<file path="config.mk">
export PLATFORM = sky130hd
export DESIGN_NAME = udp_tx_scheduler
export DESIGN_NICKNAME = d
export VERILOG_FILES = /design/src/rtl/udp_tx_scheduler.sv
export SDC_FILE = /design/constraint.sdc
export NUM_CORES = 1
export LEC_CHECK = 0
export CORE_MARGIN = 2
export CORE_UTILIZATION = 43
export CTS_CLUSTER_DIAMETER = 100
export CTS_CLUSTER_SIZE = 25
export DETAILED_ROUTE_END_ITERATION = 16
export PLACE_DENSITY = 0.88
export SETUP_SLACK_MARGIN = 0.2
export SLEW_MARGIN = 20
export SYNTH_ARGS = -nofsm -noshare
export SYNTH_HDL_FRONTEND = slang
export SYNTH_SLANG_ARGS = --single-unit
</file>
<file path="constraint.sdc">
create_clock -name clk -period 4.8 [get_ports clk]
set_clock_uncertainty 0.15 [all_clocks]
set_input_delay 0.48 -clock clk [delete_from_list [all_inputs] [get_ports clk]]
set_output_delay 0.48 -clock clk [all_outputs]
set_load 0.005 [all_outputs]
</file>
<file path="src/rtl/udp_tx_scheduler.sv">
// Round-robin arbiter that shares one UDP frame sender between N_CH channels.
// Optional WAIT_END watchdog is compiled in with `define UDP_SCHED_WATCHDOG_EN.
module udp_tx_scheduler #(
    parameter int N_CH        = 4,
    parameter int GAP_CYCLES  = 12,
    parameter int MAX_LEN     = 1464,
    parameter int WDOG_CYCLES = 4096
) (
    input  logic                 clk,
    input  logic                 rst_n,
    input  logic [N_CH-1:0]      req,
    input  logic [16*N_CH-1:0]   len_i,
    input  logic [32*N_CH-1:0]   time_i,
    output logic [N_CH-1:0]      grant,
    output logic [N_CH-1:0]      done,
    output logic                 reject,
    output logic                 snd_en,
    output logic [7:0]           snd_channel,
    output logic [15:0]          snd_length,
    output logic [31:0]          snd_time,
    input  logic                 snd_end,
    output logic                 busy,
    output logic                 err_timeout
);
    localparam int PW = $clog2(N_CH);
    localparam logic [PW:0]  NCH_W    = (PW+1)'(N_CH);
    localparam logic [15:0]  LEN_MAX  = 16'(MAX_LEN);
    localparam logic [15:0]  GAP_LAST = 16'(GAP_CYCLES - 1);

    typedef enum logic [2:0] {IDLE, LOAD, START, WAIT_END, GAP} state_t;

    state_t                   state;
    logic [PW-1:0]            ptr;
    logic [PW-1:0]            cur;
    logic [15:0]              gap_cnt;
    logic [N_CH-1:0][15:0]    len_a;
    logic [N_CH-1:0][31:0]    time_a;
    logic [PW-1:0]            pick;
    logic                     pick_vld;
    logic                     pick_bad;
    logic [15:0]              pick_len;

    assign len_a    = len_i;
    assign time_a   = time_i;
    assign pick_len = len_a[pick];
    assign pick_bad = (pick_len > LEN_MAX) || (pick_len[1:0] != 2'b00);
    assign busy     = (state != IDLE);

    // Search starts one past the last served channel, wrapping at N_CH.
    always_comb begin
        logic [PW:0] idx;
        idx      = '0;
        pick     = '0;
        pick_vld = 1'b0;
        for (int i = 1; i <= N_CH; i++) begin
            idx = {1'b0, ptr} + (PW+1)'(i);
            if (idx >= NCH_W) idx = idx - NCH_W;
            if (!pick_vld && req[idx[PW-1:0]]) begin
                pick_vld = 1'b1;
                pick     = idx[PW-1:0];
            end
        end
    end

`ifdef UDP_SCHED_WATCHDOG_EN
    localparam logic [31:0] WDOG_LAST = 32'(WDOG_CYCLES - 1);
    logic [31:0] wdog_cnt;
`endif

    always_ff @(posedge clk) begin
        if (!rst_n) begin
            state       <= IDLE;
            ptr         <= PW'(N_CH - 1);
            cur         <= '0;
            gap_cnt     <= '0;
            grant       <= '0;
            done        <= '0;
            reject      <= 1'b0;
            snd_en      <= 1'b0;
            snd_channel <= '0;
            snd_length  <= '0;
            snd_time    <= '0;
            err_timeout <= 1'b0;
`ifdef UDP_SCHED_WATCHDOG_EN
            wdog_cnt    <= '0;
`endif
        end else begin
            done        <= '0;
            reject      <= 1'b0;
            snd_en      <= 1'b0;
            err_timeout <= 1'b0;
            case (state)
                IDLE: begin
                    if (pick_vld) begin
                        if (pick_bad) begin
                            // Refused in place: arbitration resumes next cycle.
                            done[pick] <= 1'b1;
                            reject     <= 1'b1;
                            ptr        <= pick;
                        end else begin
                            cur         <= pick;
                            grant[pick] <= 1'b1;
                            snd_channel <= {{(8-PW){1'b0}}, pick};
                            snd_length  <= pick_len;
                            snd_time    <= time_a[pick];
                            state       <= LOAD;
                        end
                    end
                end
                LOAD: begin
                    snd_en <= 1'b1;
                    state  <= START;
                end
                START: begin
`ifdef UDP_SCHED_WATCHDOG_EN
                    wdog_cnt <= '0;
`endif
                    state <= WAIT_END;
                end
                WAIT_END: begin
                    if (snd_end) begin
                        done[cur] <= 1'b1;
                        ptr       <= cur;
                        grant     <= '0;
                        gap_cnt   <= '0;
                        state     <= GAP;
                    end
`ifdef UDP_SCHED_WATCHDOG_EN
                    else if (wdog_cnt == WDOG_LAST) begin
                        err_timeout <= 1'b1;
                        done[cur]   <= 1'b1;
                        ptr         <= cur;
                        grant       <= '0;
                        gap_cnt     <= '0;
                        state       <= GAP;
                    end else begin
                        wdog_cnt <= wdog_cnt + 32'd1;
                    end
`endif
                end
                GAP: begin
                    if (gap_cnt == GAP_LAST) state <= IDLE;
                    else gap_cnt <= gap_cnt + 16'd1;
                end
                default: state <= IDLE;
            endcase
        end
    end
endmodule

</file>
Figure 1. Routed metal per tile.
Scale bar: 20 um. 22 x 22 tiles, from black (low) to pale yellow (high), scaled to the fullest tile. Values are wire area over tile area, all layers added.
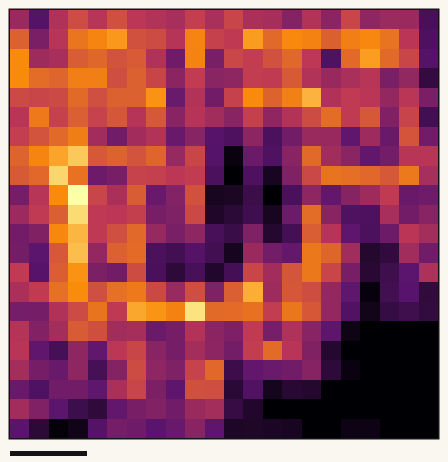
- tiles over half the peak: 36%
- mean over tiles: 0.22
- emptiest ninth of the die: south-east
- fullest tile: 0.55
- nearly empty tiles: 7.6%

Figure 2. Sequential cells colored by netlist name.
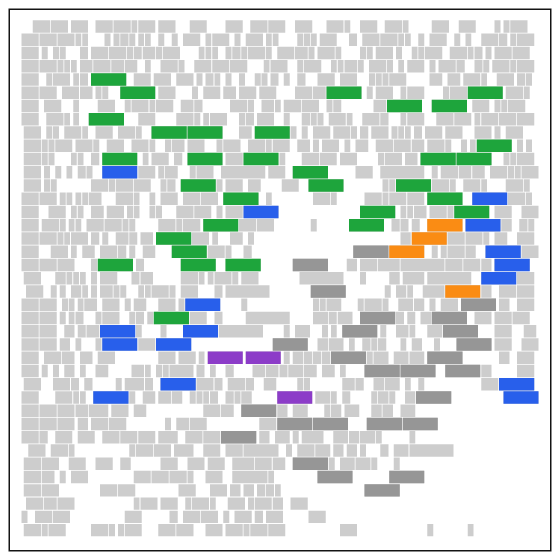
- grant: orange (flops 4; where east)
- snd_time: green (flops 32)
- state: purple (flops 3)
- snd_length: blue (flops 16)

Figure 3. Layout detail.
Scale bar: 20 um. Window x 3 to 53, y 3 to 53 um. Cells in gray, sequential cells in the stronger gray; small squares are vias.
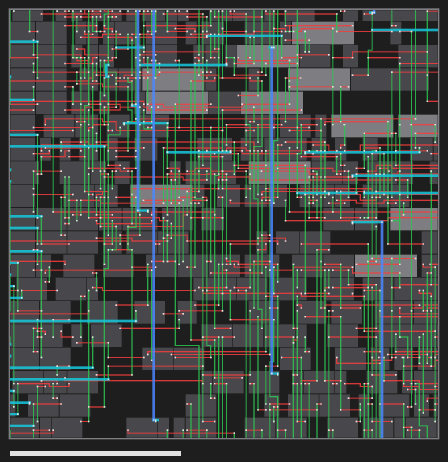
- M3: cyan
- M1: red
- M4: blue
- M2: green
- most frequent: clkdlybuf4s50_1 (69), nand2_1 (31), mux2i_1 (21)
- netlist names of flops here include: snd_length (7), ptr (2), state (2)
- cells with their middle in the window: 203
- sequential cells in the window: 12

==> summary.txt <==
Physical design

The flow ran to the end, and the final reports show no timing, DRC or antenna violations. The post-CTS hold buffer count recorded in the log is 0. The max-capacitance violation count stands at 0.

The script logs the mean routed wire length per placed instance as 15.9 um. The largest total area in the synthesized netlist belongs to sky130_fd_sc_hd__dfxtp_1. The DRC violations left stands at 0. The cell-mix breakdown from Yosys lists the adder-cell area share as 0.00255. Summed over the clock group, the power is 0.599 mW. For this run, the final setup violation count is recorded as 0. In this run, synthesis inferred 0 flip-flops with an integrated enable.

The stat command in Yosys gives a chip area of 4910 um2. The full die area stands at 12,300 um2. The count of pins on the block boundary stands at 267.

For the worst setup path, the data required time is 4.86 ns. The clock latency reported for the late side of the worst-skew pair stands at 0.33 ns. The worst path meets setup with 0.757 ns of slack.

Summing every instance area after synthesis gives 4910 um2. By instance count after routing, the leading logic cell type is sky130_fd_sc_hd__clkdlybuf4s50_1. The register with the most flip-flops in the layout has 32 of them. The post-synthesis async set-or-reset flop share stands at 0. By instance count, the leading cell after synthesis is sky130_fd_sc_hd__nand2_1. The clock tree buffer depth stands at 2.

The detailed router placed 5,506 vias in this run. Switching power as a fraction of the total was reported as 0.311. Summed over all nets, wire length on met3 after detailed routing comes to 1160 um. The critical path's slowest stage uses the library cell sky130_fd_sc_hd__or4b_4. The registers reported with the highest flop counts are snd_time x32, gap_cnt x16, snd_length x16. The worst setup path is launched from an input port. The CTS report gives the tree buffer count as 9. Counting flops per register, the top entry is snd_time. Per the synthesis report, the number of distinct cell types is 49.

The final estimated routing congestion in global placement stands at 0.869. Cell internal power was estimated by the tool at 1.35 mW. The gate count of the mapped netlist stands at 675. The first global-routing pass estimated 25,700 um of wire.

The maximum number of pins on one net before global-route repair stands at 105.
Figure 4. Cells colored by class.
Fill, decap, tap and diode cells in gray.
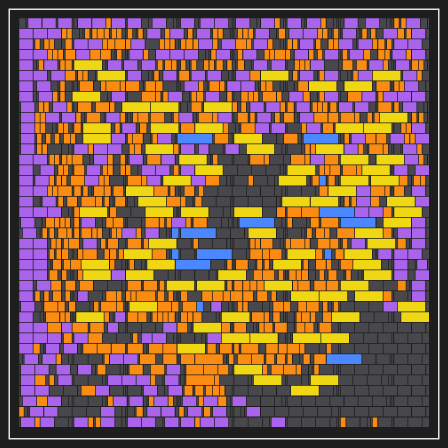
- remaining logic cells: orange (cells 545)
- remaining buffers and delay cells: purple (cells 266)
- clock drivers and dummy loads: blue (cells 14)
- registers: yellow (cells 81)

Figure 5. Placement view.
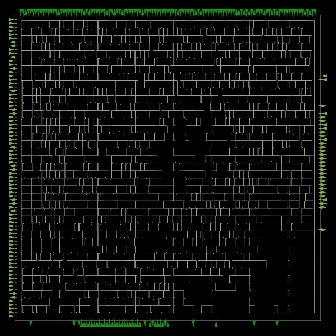
Filler Cells Inserted: 918
sequential cell count: 81

==> final timing paths <==
| kind | startpoint | endpoint | cells past startpoint | slack (ns) |
|---|---|---|---|---|
| setup / recovery | req[3] | snd_length[15] | 10 | 0.76 |
| hold / removal | snd_time[7] | snd_time[7] | 2 | 0.31 |
| setup reg to reg | ptr[0] | snd_length[15] | 9 | 0.99 |
| hold reg to reg | snd_time[7] | snd_time[7] | 2 | 0.31 |
==> cell type report <==
cell class	instances	area, um2	area share
timing repair buffer	266	2640	0.342
clock inverter	5	25.0	0.00324
inverter	3	11.3	0.00146
clock buffer	9	225	0.0292
tap	143	179	0.0232
multi-input combinational	542	3020	0.391
sequential	81	1620	0.210
No activity file was given, so power comes from the tool's default toggle rates.
